### Cells by drive strength

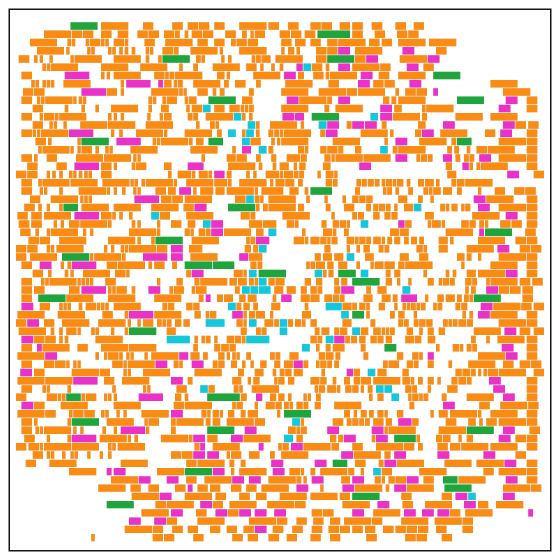
### Cells colored by class

The bar under the picture is 50 um long. Fill, decap, tap and diode cells in gray.
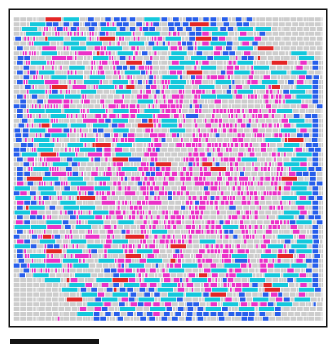
### Selected gate families

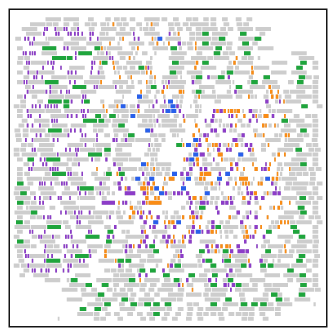
### Metal 2

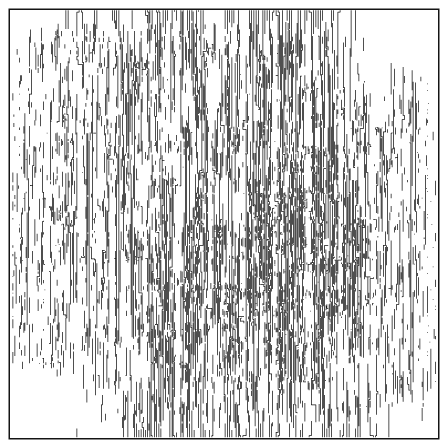
### The clock network

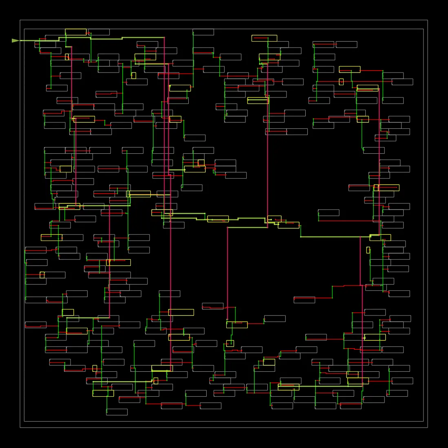
File: src/rtl/y86_pkg.sv
// y86_pkg: Y86-64 opcode constants and the opcode-to-length table,
// shared by the fetch stage and the instruction encoder.
package y86_pkg;

    localparam logic [3:0] HALT   = 4'h0;
    localparam logic [3:0] NOP    = 4'h1;
    localparam logic [3:0] CMOVXX = 4'h2;
    localparam logic [3:0] IRMOVQ = 4'h3;
    localparam logic [3:0] RMMOVQ = 4'h4;
    localparam logic [3:0] MRMOVQ = 4'h5;
    localparam logic [3:0] OPQ    = 4'h6;
    localparam logic [3:0] JXX    = 4'h7;
    localparam logic [3:0] CALL   = 4'h8;
    localparam logic [3:0] RET    = 4'h9;
    localparam logic [3:0] PUSHQ  = 4'hA;
    localparam logic [3:0] POPQ   = 4'hB;

    // Encoded length in bytes; 0 flags an invalid icode.
    function automatic logic [3:0] instr_len(input logic [3:0] ic);
        case (ic)
            HALT, NOP, RET:           return 4'd1;
            CMOVXX, OPQ, PUSHQ, POPQ: return 4'd2;
            JXX, CALL:                return 4'd9;
            IRMOVQ, RMMOVQ, MRMOVQ:   return 4'd10;
            default:                  return 4'd0;
        endcase
    endfunction

endpackage

File: src/rtl/instr_encoder_if.sv
// instr_encoder_if: instruction handshake plus byte-wide instruction-memory
// write port; master drives instructions, slave is the encoder.
interface instr_encoder_if #(parameter int ADDR_W = 64);

    logic              addr_load;
    logic [ADDR_W-1:0] addr_in;
    logic              in_valid;
    logic              in_ready;
    logic [3:0]        icode;
    logic [3:0]        ifun;
    logic [3:0]        rA;
    logic [3:0]        rB;
    logic [63:0]       valC;
    logic              mem_we;
    logic [ADDR_W-1:0] mem_addr;
    logic [7:0]        mem_wdata;
    logic              instr_done;
    logic [3:0]        instr_len;
    logic              enc_error;
    logic [ADDR_W-1:0] wptr;

    modport master (
        output addr_load, addr_in, in_valid, icode, ifun, rA, rB, valC,
        input  in_ready, mem_we, mem_addr, mem_wdata, instr_done, instr_len, enc_error, wptr
    );

    modport slave (
        input  addr_load, addr_in, in_valid, icode, ifun, rA, rB, valC,
        output in_ready, mem_we, mem_addr, mem_wdata, instr_done, instr_len, enc_error, wptr
    );

endinterface

File: src/rtl/instr_encoder.sv
// instr_encoder: serialises one Y86-64 instruction per handshake into
// byte-wide instruction memory at an auto-incrementing write pointer.
module instr_encoder
    import y86_pkg::*;
#(
    parameter int ADDR_W    = 64,
    parameter int MEM_BYTES = 22
) (
    input logic             clk,
    input logic             rst_n,
    instr_encoder_if.slave  bus
);

    typedef enum logic [1:0] {IDLE, EMIT, ERR} state_t;

    localparam int AW1 = ADDR_W + 1;
    localparam logic [ADDR_W:0] MEM_LIM = AW1'(MEM_BYTES);

    state_t            state_q, state_d;
    logic [3:0]        idx_q, idx_d, len_q, len_d;
    logic [7:0]        regs_q, regs_d;
    logic [63:0]       valc_q, valc_d;
    logic              mem_we_q, mem_we_d;
    logic [ADDR_W-1:0] mem_addr_q, mem_addr_d;
    logic [7:0]        mem_wdata_q, mem_wdata_d;
    logic              instr_done_q, instr_done_d;
    logic [3:0]        instr_len_q, instr_len_d;
    logic              enc_error_q, enc_error_d;
    logic [ADDR_W-1:0] wptr_q, wptr_d;

    logic       accept, ok, has_regs;
    logic [3:0] len_in;
    logic [2:0] c_idx;
    logic [7:0] emit_byte;

    assign bus.in_ready   = state_q == IDLE && !bus.addr_load;
    assign accept         = bus.in_valid && bus.in_ready;
    assign len_in         = instr_len(bus.icode);
    // Extra MSB keeps wptr+len from wrapping near the top of the address space.
    assign ok             = len_in != 4'd0 && ({1'b0, wptr_q} + AW1'(len_in)) <= MEM_LIM;

    assign has_regs       = len_q == 4'd2 || len_q == 4'd10;
    assign c_idx          = 3'(idx_q - 4'd1 - {3'd0, has_regs});
    assign emit_byte      = has_regs && idx_q == 4'd1 ? regs_q : 8'(valc_q >> {~c_idx, 3'b000});

    assign bus.mem_we     = mem_we_q;
    assign bus.mem_addr   = mem_addr_q;
    assign bus.mem_wdata  = mem_wdata_q;
    assign bus.instr_done = instr_done_q;
    assign bus.instr_len  = instr_len_q;
    assign bus.enc_error  = enc_error_q;
    assign bus.wptr       = wptr_q;

    always_ff @(posedge clk or negedge rst_n) begin
        if (!rst_n) state_q <= IDLE;
        else        state_q <= state_d;
    end

    always_comb begin
        state_d = state_q == IDLE ? (accept ? (ok ? EMIT : ERR) : IDLE) :
                  state_q == EMIT && idx_q != len_q ? EMIT : IDLE;
    end

    // idx_q is the index of the next byte to emit; byte 0 comes straight from the inputs.
    always_comb begin
        mem_we_d     = state_d == EMIT;
        mem_addr_d   = mem_we_d ? wptr_q : mem_addr_q;
        mem_wdata_d  = !mem_we_d ? mem_wdata_q : state_q == IDLE ? {bus.icode, bus.ifun} : emit_byte;
        instr_done_d = mem_we_d && (state_q == IDLE ? len_in == 4'd1 : idx_q == len_q - 4'd1);
        instr_len_d  = !instr_done_d ? instr_len_q : state_q == IDLE ? len_in : len_q;
        enc_error_d  = state_d == ERR;
        wptr_d       = state_q == IDLE && bus.addr_load ? bus.addr_in :
                       mem_we_d ? wptr_q + ADDR_W'(1) : wptr_q;
        idx_d        = state_q == IDLE ? 4'd1 : idx_q + 4'd1;
        len_d        = accept ? len_in : len_q;
        regs_d       = accept ? {bus.rA, bus.rB} : regs_q;
        valc_d       = accept ? bus.valC : valc_q;
    end

    always_ff @(posedge clk or negedge rst_n) begin
        if (!rst_n) begin
            mem_we_q     <= 1'b0;
            mem_addr_q   <= '0;
            mem_wdata_q  <= '0;
            instr_done_q <= 1'b0;
            instr_len_q  <= '0;
            enc_error_q  <= 1'b0;
            wptr_q       <= '0;
            idx_q        <= '0;
            len_q        <= '0;
            regs_q       <= '0;
            valc_q       <= '0;
        end else begin
            mem_we_q     <= mem_we_d;
            mem_addr_q   <= mem_addr_d;
            mem_wdata_q  <= mem_wdata_d;
            instr_done_q <= instr_done_d;
            instr_len_q  <= instr_len_d;
            enc_error_q  <= enc_error_d;
            wptr_q       <= wptr_d;
            idx_q        <= idx_d;
            len_q        <= len_d;
            regs_q       <= regs_d;
            valc_q       <= valc_d;
        end
    end

endmodule

File: src/flat_wrapper.sv
// flat-port wrapper written by rule: the top's interface ports become plain ports
module instr_encoder_flat import y86_pkg::*;
#(
    parameter int ADDR_W    = 64,
    parameter int MEM_BYTES = 22
)
  (clk, rst_n, bus_addr_load, bus_addr_in, bus_in_valid, bus_icode, bus_ifun, bus_rA, bus_rB, bus_valC, bus_in_ready, bus_mem_we, bus_mem_addr, bus_mem_wdata, bus_instr_done, bus_instr_len, bus_enc_error, bus_wptr);
  instr_encoder_if #(.ADDR_W(ADDR_W)) bus_i ();
  input logic clk;
  input logic rst_n;
  input wire logic [$bits(bus_i.addr_load)-1:0] bus_addr_load;
  input wire logic [$bits(bus_i.addr_in)-1:0] bus_addr_in;
  input wire logic [$bits(bus_i.in_valid)-1:0] bus_in_valid;
  input wire logic [$bits(bus_i.icode)-1:0] bus_icode;
  input wire logic [$bits(bus_i.ifun)-1:0] bus_ifun;
  input wire logic [$bits(bus_i.rA)-1:0] bus_rA;
  input wire logic [$bits(bus_i.rB)-1:0] bus_rB;
  input wire logic [$bits(bus_i.valC)-1:0] bus_valC;
  output wire logic [$bits(bus_i.in_ready)-1:0] bus_in_ready;
  output wire logic [$bits(bus_i.mem_we)-1:0] bus_mem_we;
  output wire logic [$bits(bus_i.mem_addr)-1:0] bus_mem_addr;
  output wire logic [$bits(bus_i.mem_wdata)-1:0] bus_mem_wdata;
  output wire logic [$bits(bus_i.instr_done)-1:0] bus_instr_done;
  output wire logic [$bits(bus_i.instr_len)-1:0] bus_instr_len;
  output wire logic [$bits(bus_i.enc_error)-1:0] bus_enc_error;
  output wire logic [$bits(bus_i.wptr)-1:0] bus_wptr;
  assign bus_i.addr_load = bus_addr_load;
  assign bus_i.addr_in = bus_addr_in;
  assign bus_i.in_valid = bus_in_valid;
  assign bus_i.icode = bus_icode;
  assign bus_i.ifun = bus_ifun;
  assign bus_i.rA = bus_rA;
  assign bus_i.rB = bus_rB;
  assign bus_i.valC = bus_valC;
  assign bus_in_ready = bus_i.in_ready;
  assign bus_mem_we = bus_i.mem_we;
  assign bus_mem_addr = bus_i.mem_addr;
  assign bus_mem_wdata = bus_i.mem_wdata;
  assign bus_instr_done = bus_i.instr_done;
  assign bus_instr_len = bus_i.instr_len;
  assign bus_enc_error = bus_i.enc_error;
  assign bus_wptr = bus_i.wptr;
  instr_encoder #(.ADDR_W(ADDR_W), .MEM_BYTES(MEM_BYTES)) u_core (.clk(clk), .rst_n(rst_n), .bus(bus_i));
endmodule
File: config.mk
export PLATFORM = sky130hd
export DESIGN_NAME = instr_encoder_flat
export DESIGN_NICKNAME = d
export VERILOG_FILES = /design/src/rtl/y86_pkg.sv /design/src/rtl/instr_encoder_if.sv /design/src/rtl/instr_encoder.sv /design/src/flat_wrapper.sv
export SDC_FILE = /design/constraint.sdc
export NUM_CORES = 1
export LEC_CHECK = 0
export CELL_PAD_IN_SITES_DETAIL_PLACEMENT = 0
export CELL_PAD_IN_SITES_GLOBAL_PLACEMENT = 1
export CORE_MARGIN = 1.5
export CORE_UTILIZATION = 42
export DETAILED_ROUTE_END_ITERATION = 7
export GPL_ROUTABILITY_DRIVEN = 0
export PLACE_DENSITY_LB_ADDON = 0.2
export RECOVER_POWER = 100
export SKIP_CTS_REPAIR_TIMING = 1
export SLEW_MARGIN = 20
export SYNTH_ARGS = -nofsm -noshare
export SYNTH_HDL_FRONTEND = slang
export SYNTH_SLANG_ARGS = --single-unit
File: constraint.sdc
create_clock -name clk -period 5.9 [get_ports clk]
set_clock_uncertainty 0.15 [all_clocks]
set_input_delay 1.475 -clock clk [delete_from_list [all_inputs] [get_ports clk]]
set_output_delay 1.475 -clock clk [all_outputs]
set_load 0.05 [all_outputs]
==> flow_summary_export.csv <==
group,metric,value,unit
outcome,outcome,"finished with violations",
outcome,violated_checks,"max-capacitance violations, max-slew violations",
timing,rsz0062_at_grt,"false",
critical_path,max_stage_delay,590,ps
yosys,post_synth_inst_count,1394,
drt,antenna_violating_nets_post_route,0,
global_route,grt_start_max_net_pins,116,
global_route,grt_first_pass_wirelength,67540,um
final_layout,mostFrequentLayoutCells,"267 x sky130_fd_sc_hd__nand2_1, 223 x sky130_fd_sc_hd__dfrtp_1, 145 x sky130_fd_sc_hd__clkdlybuf4s50_1",
yosys,dominantRegCellSynth,"sky130_fd_sc_hd__dfrtp_1",
global_route,gr-max-usage-layer,"met2",
final_layout,num_antenna_cells,0,
drt,drt-pass1-iter-count,7,
placement,numPlacedInstances,2014,
power_and_ir_drop,power.share.clock,0.273,
die,die_h,178.0,um
drt,drt_iter0_drc,861,
timing,report.final.slew_viol_count,351,
timing,finalHoldViolCount,0,
critical_path,arrival,6000,ps
global_route,gr-usage-met1,0.3550,
yosys,ys_types,80,
critical_path,cp_data_required_time,6240,ps
power_and_ir_drop,power.density_cell_area,353.4,mW/mm2
yosys,common_cells,"268 x sky130_fd_sc_hd__nand2_1, 223 x sky130_fd_sc_hd__dfrtp_1, 121 x sky130_fd_sc_hd__nor2_1",
yosys,yosys.cell_count.top_type,"sky130_fd_sc_hd__nand2_1",
power_and_ir_drop,netSwitchingPower,2.398,mW
timing,achievable-frequency,0.1765,GHz
critical_path,cpMaxStageDelayCell,"sky130_fd_sc_hd__clkdlybuf4s50_1",
cts,cts_root_buf,"sky130_fd_sc_hd__clkbuf_16",
yosys,ys_top_cells_by_area,"sky130_fd_sc_hd__dfrtp_1 43%, sky130_fd_sc_hd__nand2_1 7.8%, sky130_fd_sc_hd__mux2_2 6.9%",
critical_path,timing.critical_path.max_delay_family,"buffers and inverters",
power_and_ir_drop,power.share.switching,0.3989,
timing,worst-slew-pin-transition,3109,ps
cts,clk_pin_slew_worst_paths,60,ps
timing,finalCritPeriodShare,0.9605,
placement,port_buffers,290,
power_and_ir_drop,report.power.total,6.010,mW
die,core_util_floorplan,0.4305,
global_route,initial_antenna_violation_count,0,
yosys,synth.net_count,1553,
power_and_ir_drop,combinational_fraction_of_design_power,0.363,
timing,max-slew-margin-rel,-1.073,
global_route,overflow,0,
placement,detailed_place_hpwl,31970,um
yosys,enable_flop_cells,0,
worst_hold_path,worstHoldPathType,"reg -> reg",
yosys,asyncSetResetFlopFracSynth,1.000,
yosys,synth-seq-cells,223,
final_layout,utilization,0.5693,
final_layout,final_common_cell,"sky130_fd_sc_hd__nand2_1",
timing,final_min_period,5667,ps
critical_path,critPathLaunchType,"primary input",
final_layout,fraction_of_final_layout_cells_with_drive_strength_greater_than_1,0.1502,
die,dieWidth,178.0,um
cts,tritoncts,"yes",
critical_path,cp.buffers_inverters,5,
yosys,synth_top_cell_by_area,"sky130_fd_sc_hd__dfrtp_1",
timing,timing.final.setup_violations,0,
critical_path,cp_cell_sequence,"clkdlybuf4s50_1 -> buf_4 -> mux2i_1 -> inv_1 -> ha_1 -> a211oi_2 -> nor4_4 -> nand3_2 -> mux2_1 -> or4_1 -> nor4_1 -> nand4_1 -> o21a_4 -> inv_8 -> clkbuf_2 -> mux2i_1 -> o221a_2",
yosys,yosys_stat_area,0.01286,mm2
die,chip_area,0.03168,mm2
run,max_cap_viol_count,4,
yosys,mapped_avg_cell_area,9.226,um2
critical_path,most_common_cell_on_crit_path,"sky130_fd_sc_hd__mux2i_1",
power_and_ir_drop,vdd_drop_max,0.0002042,V
power_and_ir_drop,p_seq_frac,0.364,
drt,post_drt_wl_per_cell,21.26,um
critical_path,worstSetupEndpointType,"register",
yosys,syn-cell-area,0.01286,mm2
die,core.rowCount,63,
cts,cts.path.max_buffers,3,
die,pin_count,292,
About 'Cells by drive strength':
green -> drive 6 and up  # cells 40
cyan -> drive 3 to 4  # cells 48
orange -> drive 1 or less  # cells 1420
magenta -> drive 2  # cells 163

About 'Cells colored by class':
red -> clock drivers and dummy loads  # cells 47
magenta -> all other logic  # cells 1055
cyan -> flip-flops  # cells 223
blue -> other buffers and delay cells  # cells 346

About 'Selected gate families':
green -> multiplexers  # cells 130, most used mux2_2, where widely spread
orange -> NOR gates  # cells 197, most used nor2_1
purple -> NAND gates  # cells 410, most used nand2_1, where widely spread
blue -> XOR/XNOR gates  # cells 29, most used xnor2_1, where center

About 'Metal 2':
wire length on this layer = 21.1 mm
main direction = vertical
share of all routed wire = 48%
nets with wire on the layer = 1493
detailed-route wire length: 43820 um
met2 GRT Util: 0.4627
vias after detailed routing: 11910

About 'The clock network':
clk latency late pin: 550 ps
total CTS buffers: 26
clock tree sinks: 223
final-layout clock buffer total: 36
clock group power: 1.64 mW

-- path summary, 6_finish.rpt --
path	end	cells after the start	from
max	u_core.bus.wptr[18]	17	bus_icode[2]
min	u_core.valc_q[61]	2	u_core.valc_q[61]
max reg2reg	u_core.bus.wptr[18]	12	u_core.bus.wptr[29]
min reg2reg	u_core.valc_q[61]	2	u_core.valc_q[61]
max in group asynchronous	u_core.valc_q[56]	2	rst_n
min in group asynchronous	u_core.bus.mem_addr[39]	1	rst_n
-- flip-flops by register name (all words and copies together) (netlist names) --
register / flops
u_core.regs_q: 8
u_core.bus.instr_done: 1
u_core.bus.wptr: 64
u_core.state_q: 2
u_core.len_q: 3
u_core.bus.mem_wdata: 8
u_core.bus.enc_error: 1
u_core.bus.mem_we: 1
u_core.idx_q: 4
u_core.bus.mem_addr: 64
u_core.valc_q: 64
u_core.bus.instr_len: 3
-- worst reg2reg max path: stages, from the launching register on --
cell	delay [ps]
sky130_fd_sc_hd__dfrtp_1	670
sky130_fd_sc_hd__nand4_1	450
sky130_fd_sc_hd__nor4_1	920
sky130_fd_sc_hd__nand4_1	340
sky130_fd_sc_hd__o21ai_0	250
sky130_fd_sc_hd__o211ai_1	100
sky130_fd_sc_hd__nor4_1	240
sky130_fd_sc_hd__nand4b_1	200
sky130_fd_sc_hd__o21a_4	290
sky130_fd_sc_hd__inv_8	180
sky130_fd_sc_hd__clkbuf_2	290
sky130_fd_sc_hd__mux2i_1	220
sky130_fd_sc_hd__o221a_2	200
-- per-stage QoR --
| step | hold slack [ps] | setup slack, ps | area, um2 |
|---|---|---|---|
| 2_1_floorplan | 290.3 | 340.2 | 12860 |
| 3_3_place_gp | 302.4 | -237.1 | 16170 |
| 3_5_place_dp | 308.5 | -367.7 | 16170 |
| 4_1_cts | 323.6 | 178.8 | 17050 |
| 5_1_grt | 341.8 | 7.386 | 17010 |
| 6_report | 318.8 | 232.9 | 17010 |
-- cell type report --
cell class	instances	area (um2)
fill	2746	12870
multi-input combinational	1031	6649
sequential	223	5580
timing repair buffer	346	3322
clock buffer	36	748.2
tap	390	488.0
clock inverter	11	122.6
inverter	24	97.59
-- cells by family after synthesis --
logic type / Yosys count / synth area share
AND/OR/NAND/NOR: 674 / 0.2502
flip-flops: 223 / 0.4339
AND-OR/OR-AND: 186 / 0.1086
buffers and inverters: 140 / 0.05146
multiplexers: 130 / 0.1245
XOR/XNOR: 29 / 0.01975
adder cells (fa/ha/maj): 11 / 0.01129
other: 1 / 0.0002916
-- power groups by stage --
stage          Clock, mW  Combinational (mW)  Sequential, mW
2_1_floorplan          0               0.755            2.86
3_3_place_gp           0                2.26            2.21
3_5_place_dp           0                2.27            2.22
4_1_cts             1.67                2.28            2.20
5_1_grt             1.72                2.31            2.24
6_report            1.64                2.18            2.19
-- per-layer routing --
| metal | wire, um | up-vias |
|---|---|---|
| li1 | - | 5544 |
| met1 | 17640 | 5768 |
| met2 | 21140 | 503 |
| met3 | 3404 | 95 |
| met4 | 1642 | 0 |
| met5 | 0 | - |
Power and IR drop assume default switching activity.
